[src/rtl/seg_pkg.sv]
// seg_pkg: shared constants for the 7-segment output device.
//   - bus address decode (DATA / CTRL)
//   - CTRL field positions and reset value
//   - hex-to-segment table (active-low, bit7 = dp, bits6..0 = g..a)
package seg_pkg;

  localparam logic ADDR_DATA = 1'b0;
  localparam logic ADDR_CTRL = 1'b1;

  localparam int CTRL_EN        = 0;
  localparam int CTRL_RESTART   = 1;
  localparam int CTRL_BLANK_LSB = 8;
  localparam int CTRL_BLANK_MSB = 15;

  localparam logic [31:0] CTRL_RESET = 32'h0000_0001;
  localparam logic [7:0]  SEG_BLANK  = 8'hFF;

  // Entry n is the code for nibble n; dp (bit7) is 1 in every entry.
  localparam logic [15:0][7:0] HEX_SEG_TBL = {
    8'h8E, 8'h86, 8'hA1, 8'hC6, 8'h83, 8'h88, 8'h90, 8'h80,
    8'hF8, 8'h82, 8'h92, 8'h99, 8'hB0, 8'hA4, 8'hF9, 8'hC0
  };

endpackage

[src/rtl/seg_hex_decoder.sv]
// seg_hex_decoder: combinational nibble -> active-low segment code.
//   nibble : 4-bit hex value
//   code   : 8-bit active-low code {dp, g..a}
module seg_hex_decoder
  import seg_pkg::*;
(
  input  logic [3:0] nibble,
  output logic [7:0] code
);

  assign code = HEX_SEG_TBL[nibble];

endmodule

[src/rtl/seg_display.sv]
// seg_display: memory-mapped, time-multiplexed 7-segment driver.
//   Parameters : SCAN_DIV (cycles per digit, >=2), DIGITS (1..8)
//   clk, reset : system clock, synchronous active-high reset
//   we, addr   : bus write strobe, register select (0 DATA, 1 CTRL)
//   wdata      : bus write data
//   rdata      : combinational readback of the selected register
//   seg_sel    : active-low digit enables, bit i shows nibble i
//   seg_code   : active-low segments {dp, g..a}
// Optional build macro SEG_LEADING_ZERO_BLANK_EN: darken leading zero
// digits (digit 0 is always shown).
module seg_display
  import seg_pkg::*;
#(
  parameter int SCAN_DIV = 50000,
  parameter int DIGITS   = 8
) (
  input  logic        clk,
  input  logic        reset,
  input  logic        we,
  input  logic        addr,
  input  logic [31:0] wdata,
  output logic [31:0] rdata,
  output logic [7:0]  seg_sel,
  output logic [7:0]  seg_code
);

  localparam int              CNT_W   = $clog2(SCAN_DIV);
  localparam logic [CNT_W-1:0] CNT_MAX = CNT_W'(SCAN_DIV - 1);
  localparam logic [2:0]      IDX_MAX = 3'(DIGITS - 1);

  logic [31:0]      data_q;
  logic             en_q;
  logic [7:0]       blank_q;
  logic [CNT_W-1:0] cnt;
  logic [2:0]       idx;

  logic [7:0][3:0]  nib;
  logic [7:0]       dec_code;
  logic             lit;
  logic             wr_ctrl;
  logic             restart;

  assign nib     = data_q;
  assign wr_ctrl = we && (addr == ADDR_CTRL);
  assign restart = wr_ctrl && wdata[CTRL_RESTART];

  seg_hex_decoder u_dec (
    .nibble (nib[idx]),
    .code   (dec_code)
  );

`ifdef SEG_LEADING_ZERO_BLANK_EN
  // lz_dark[i]: nibble i and every higher scanned nibble are zero.
  logic [7:0] lz_dark;
  for (genvar i = 0; i < 8; i++) begin : g_lz
    if (i == 0 || i >= DIGITS) begin : g_off
      assign lz_dark[i] = 1'b0;
    end else begin : g_on
      assign lz_dark[i] = (data_q[4*DIGITS-1:4*i] == '0);
    end
  end
  assign lit = en_q & ~blank_q[idx] & ~lz_dark[idx];
`else
  assign lit = en_q & ~blank_q[idx];
`endif

  always_comb begin
    rdata = data_q;
    if (addr == ADDR_CTRL) begin
      rdata                                = '0;
      rdata[CTRL_EN]                       = en_q;
      rdata[CTRL_BLANK_MSB:CTRL_BLANK_LSB] = blank_q;
    end
  end

  // Outputs are computed from the pre-edge state, so a register write at
  // edge N shows up on the pins at edge N+1.
  always_ff @(posedge clk) begin
    if (reset) begin
      data_q   <= '0;
      en_q     <= CTRL_RESET[CTRL_EN];
      blank_q  <= CTRL_RESET[CTRL_BLANK_MSB:CTRL_BLANK_LSB];
      cnt      <= '0;
      idx      <= '0;
      seg_sel  <= SEG_BLANK;
      seg_code <= SEG_BLANK;
    end else begin
      seg_sel  <= lit ? ~(8'b1 << idx) : SEG_BLANK;
      seg_code <= lit ? dec_code : SEG_BLANK;

      if (we && (addr == ADDR_DATA)) data_q <= wdata;
      if (wr_ctrl) begin
        en_q    <= wdata[CTRL_EN];
        blank_q <= wdata[CTRL_BLANK_MSB:CTRL_BLANK_LSB];
      end

      // RESTART wins over a wrap landing on the same edge.
      if (restart) begin
        cnt <= '0;
        idx <= '0;
      end else if (cnt == CNT_MAX) begin
        cnt <= '0;
        idx <= (idx == IDX_MAX) ? 3'd0 : idx + 3'd1;
      end else begin
        cnt <= cnt + 1'b1;
      end
    end
  end

endmodule

[config.mk]
export PLATFORM = sky130hd
export DESIGN_NAME = seg_display
export DESIGN_NICKNAME = d
export VERILOG_FILES = /design/src/rtl/seg_pkg.sv /design/src/rtl/seg_hex_decoder.sv /design/src/rtl/seg_display.sv
export SDC_FILE = /design/constraint.sdc
export NUM_CORES = 1
export LEC_CHECK = 0
export ABC_AREA = 1
export CORE_ASPECT_RATIO = 0.75
export CORE_MARGIN = 8
export CORE_UTILIZATION = 50
export DETAILED_ROUTE_END_ITERATION = 10
export PLACE_DENSITY = 0.78
export SLEW_MARGIN = 20
export SYNTH_ARGS = -nofsm -noshare
export SYNTH_HDL_FRONTEND = slang
export SYNTH_SLANG_ARGS = --single-unit
[constraint.sdc]
create_clock -name clk -period 2.8 [get_ports clk]
set_input_delay 0.7 -clock clk [delete_from_list [all_inputs] [get_ports clk]]
set_output_delay 0.7 -clock clk [all_outputs]
set_load 0.01 [all_outputs]
==> flow_summary.yaml, run 1 <==
# flow metrics
outcome:
  status: "finished, final reports clean"
final_timing:
  period_needed_ps: 2750
  slew_viol_final: 0
  hold_viol_final: 0
  rsz0062_at_grt: "no"
  fin_hold_ws_ps: 456
  worst_slack_ps: 50.9
  relSlewSlack: 0.645
global_route:
  grt_pass1_wl_um: 16100
  grt_pass1_vias: 3430
  top_usage_layer: "met2"
  use_met3: 0.0621
  grt_use_met1: 0.241
  met2_usage: 0.303
  gr-total-overflow: 0
setup_path:
  start_kind: "input pin"
  crit_chain: "clkdlybuf4s50_1 > buf_12 > nand2_1 > o21ai_0 > clkdlybuf4s50_1"
  worst-path-buf-inv: 3
  timing.rr.end: "seg_code[0]$_SDFF_PP1_"
  endpoint: "rdata[12]"
  cp.depth: 5
  crit_slowest_cell: "clkdlybuf4s50_1"
clocking:
  h-tree-depth: 3
  cts_tree: "done"
  numCtsBuffers: 9
  path_clk_slew_ps: 70
  cts_root_buffer: "clkbuf_8"
  postCtsSetupRepairBufs: 0
yosys:
  synth-xor-area-share: 0.00712
  fp_nets: 572
  ys_sh_adder: 0.0441
  top_cells_by_count: "98 x nand2_1, 75 x dfxtp_1, 61 x nor2_1"
  synth_seq_share: 0.407
detailed_routing:
  drt_drc_violations_left: 0
  met2_length_um: 4400
  drtAntennaViolNets: 0
hold_path:
  hold_end: "cnt[0]$_SDFF_PP0_"
  whs_path_depth: 1
placed_design:
  globalplace.congestion: 0.870
  place_area_mm2: 0.00461
  io_buffers: 82
layout:
  drive_gt1_frac: 0.0842
die:
  core_area_mm2: 0.00723
  dieArea_mm2: 0.0104
power:
  leakage_nw: 2.17
## run 1: timing repair
action,4_1_cts,5_1_grt
gates resized,23,5
hold buffers,0,0
setup endpoints to repair,23,5
## run 1: sequential cells by signal, summed over array words and instances (netlist names)
name and flops:
en_q 1, idx 3, seg_sel 8, cnt 16, data_q 32, blank_q 8, seg_code 7
## run 1: report_power, final
group / internal [mW] / switching [mW]
Sequential: 1.12 / 0.0190
Clock: 0.614 / 0.393
Combinational: 0.162 / 0.189
## run 1: final cells by class
class | count | area, um^2
fillers | 665 | 2400
multi-input cells | 357 | 1810
flip-flops and latches | 75 | 1500
repair buffers | 92 | 905
inverters | 66 | 248
clock buffers | 11 | 141
well taps | 101 | 126
clock inverters | 5 | 100
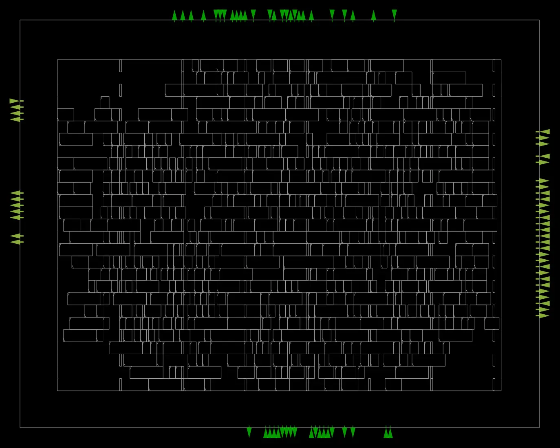
*Cell placement, run 1*
# Taps: 101
fill cell count: 665
Layout Cells excl Fill: 707

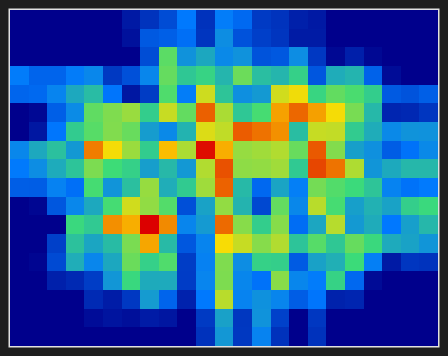
*Wiring heat map, run 1*
The die is cut into 23 by 18 equal tiles; dark blue is low, red is high, scaled to the fullest tile. Values are wire area over tile area, all layers added.
The fullest tile reaches 0.51. The densest ninth of the die: middle. 22% of the tiles are nearly empty. The mean over all tiles is 0.15.
DR vias: 3610
WL final: 9700 um

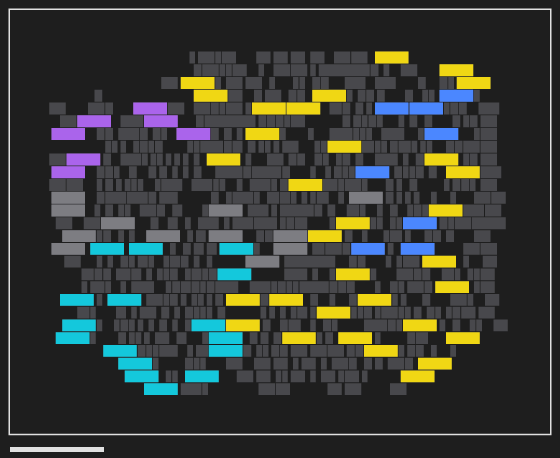
*Where the registers sit, run 1*
The bar under the picture is 20 um long. Other sequential cells in the stronger gray, the rest of the logic in the fainter gray.
cnt: in cyan, sequential cells 16, where bottom left. blank_q: in blue, sequential cells 8. data_q: in yellow, sequential cells 32. seg_code: in purple, sequential cells 7.
Another 12 sequential cells are not colored.
Finished Core Util: 0.668
seq pwr: 1.14 mW
FF/Latch Area: 0.00150 mm^2

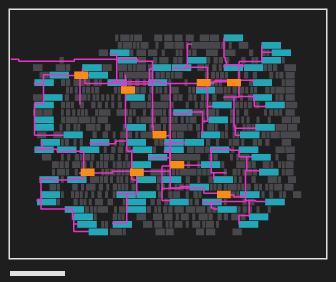
*Routed clock nets over the placement, run 1*
The bar under the picture is 20 um long.
flip-flops: in cyan, count 75. clock wires: in magenta, length 896 um. clock-net drivers: in orange, count 9.
There are 10 routed clock nets.
Worst Skew: 10.9 ps
Worst-Skew Late Latency: 350 ps
Clock Power: 1.01 mW
clock share of power: 0.403

### Sizing map, run 1

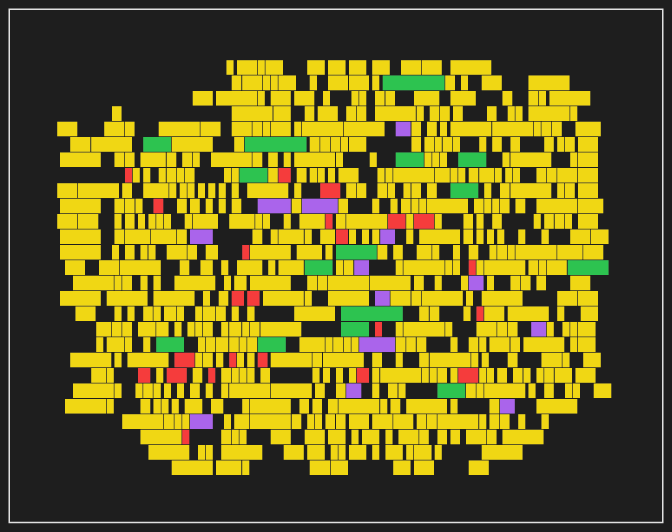

==> run 2: changes to the inputs <==
- CORE_MARGIN: 8 -> default
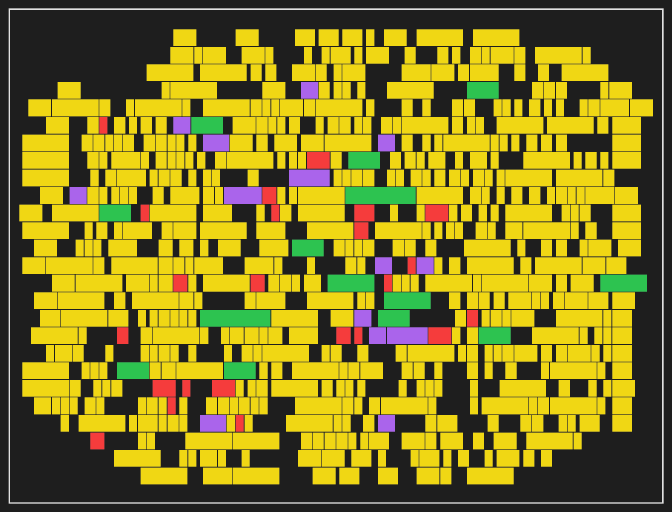
*Sizing map, run 2*
x2: in red, cells 23, share 3.8%. x6 and larger: in green, cells 14, share 2.3%. x3 and x4: in purple, cells 14, share 2.3%. x1 and smaller: in yellow, cells 554, share 92%.
fin area: 0.00482 mm^2
final setup margin: 41.4 ps
Buffers excl. clock: 91
Synth-to-Final Area Change: 30.7%

==> run 2 against run 1 <==
Critical path depth fell by 1; worst hold slack better by 5.0 ps; flip-flop count is the same; sequential share of layout area grew 0.056 points; clock-buffer cell count down 2; critical path type unchanged; largest cell class unchanged; largest power group unchanged; highest routed layer unchanged.
==> flow_summary.yaml, run 2 <==
# flow metrics
detailed_routing:
  drt_drc_violations_left: 0
  drtAntennaViolNets: 0
layout:
  regArea_mm2: 0.00150
  comb_area_share: 0.375
  logic_area_mm2: 0.00181
  largest-register: "data_q"
  reg_top3: "data_q (32), cnt (16)"
  n_all_inverters: 66
  clk_share: 0.0449
  flop-count: 75
  drive_gt1_frac: 0.0843
  stdcell_count: 703
placed_design:
  place_area_mm2: 0.00461
power:
  p_clk_mw: 0.921
  powerSeq_mw: 1.14
  power_frac_comb: 0.148
  seq_power_share: 0.472
  leakage_nw: 2.19
final_timing:
  hold_viol_final: 0
  slew_viol_final: 0
  finalClockSkew_ps: 11.4
  period_needed_ps: 2760
  relSlewSlack: 0.662
yosys:
  synth_seq_share: 0.407
  fp_nets: 572
die:
  dieArea_mm2: 0.00773
  core_area_mm2: 0.00696
clocking:
  h-tree-depth: 3
  cts_tree: "done"
  numCtsBuffers: 9
  cts_root_buffer: "clkbuf_8"
  path_clk_slew_ps: 80
setup_path:
  crit_slowest_cell: "clkdlybuf4s50_1"
  start_kind: "input pin"
global_route:
  grt_pass1_wl_um: 15600
outcome:
  status: "finished, final reports clean"
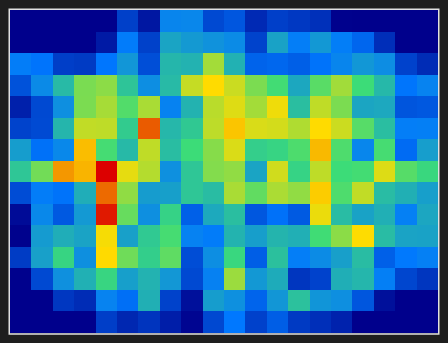
*Wiring heat map, run 2*
The die is cut into 20 by 15 equal tiles; dark blue is low, red is high, scaled to the fullest tile. Values are wire area over tile area, all layers added.
25% of the tiles are over half the peak. 10% of the tiles are nearly empty. The fullest tile reaches 0.59.

-- run 2: what timing repair did --
item	4_1_cts	5_1_grt
gates cloned	0	0
resized	19	9
hold buffers	0	0
setup endpoints to repair	19	9
-- run 2: final timing paths --
path | from | end | slack [ps] | cells after the start
worst max-delay path | addr | rdata[4] | 40 | 4
worst min-delay path | cnt[0]$_SDFF_PP0_ | cnt[0]$_SDFF_PP0_ | 460 | 1
worst max register to register | idx[1]$_SDFFE_PP0N_ | seg_code[5]$_SDFF_PP1_ | 410 | 10
worst min register to register | cnt[0]$_SDFF_PP0_ | cnt[0]$_SDFF_PP0_ | 460 | 1
-- run 2: routing by layer --
layer,GRT usage,vias to the layer above
met5,0,-
met4,0.106,0
met3,0.0606,23
met2,0.399,121
met1,0.346,1642
li1,-,1834
Power and IR drop assume default switching activity.
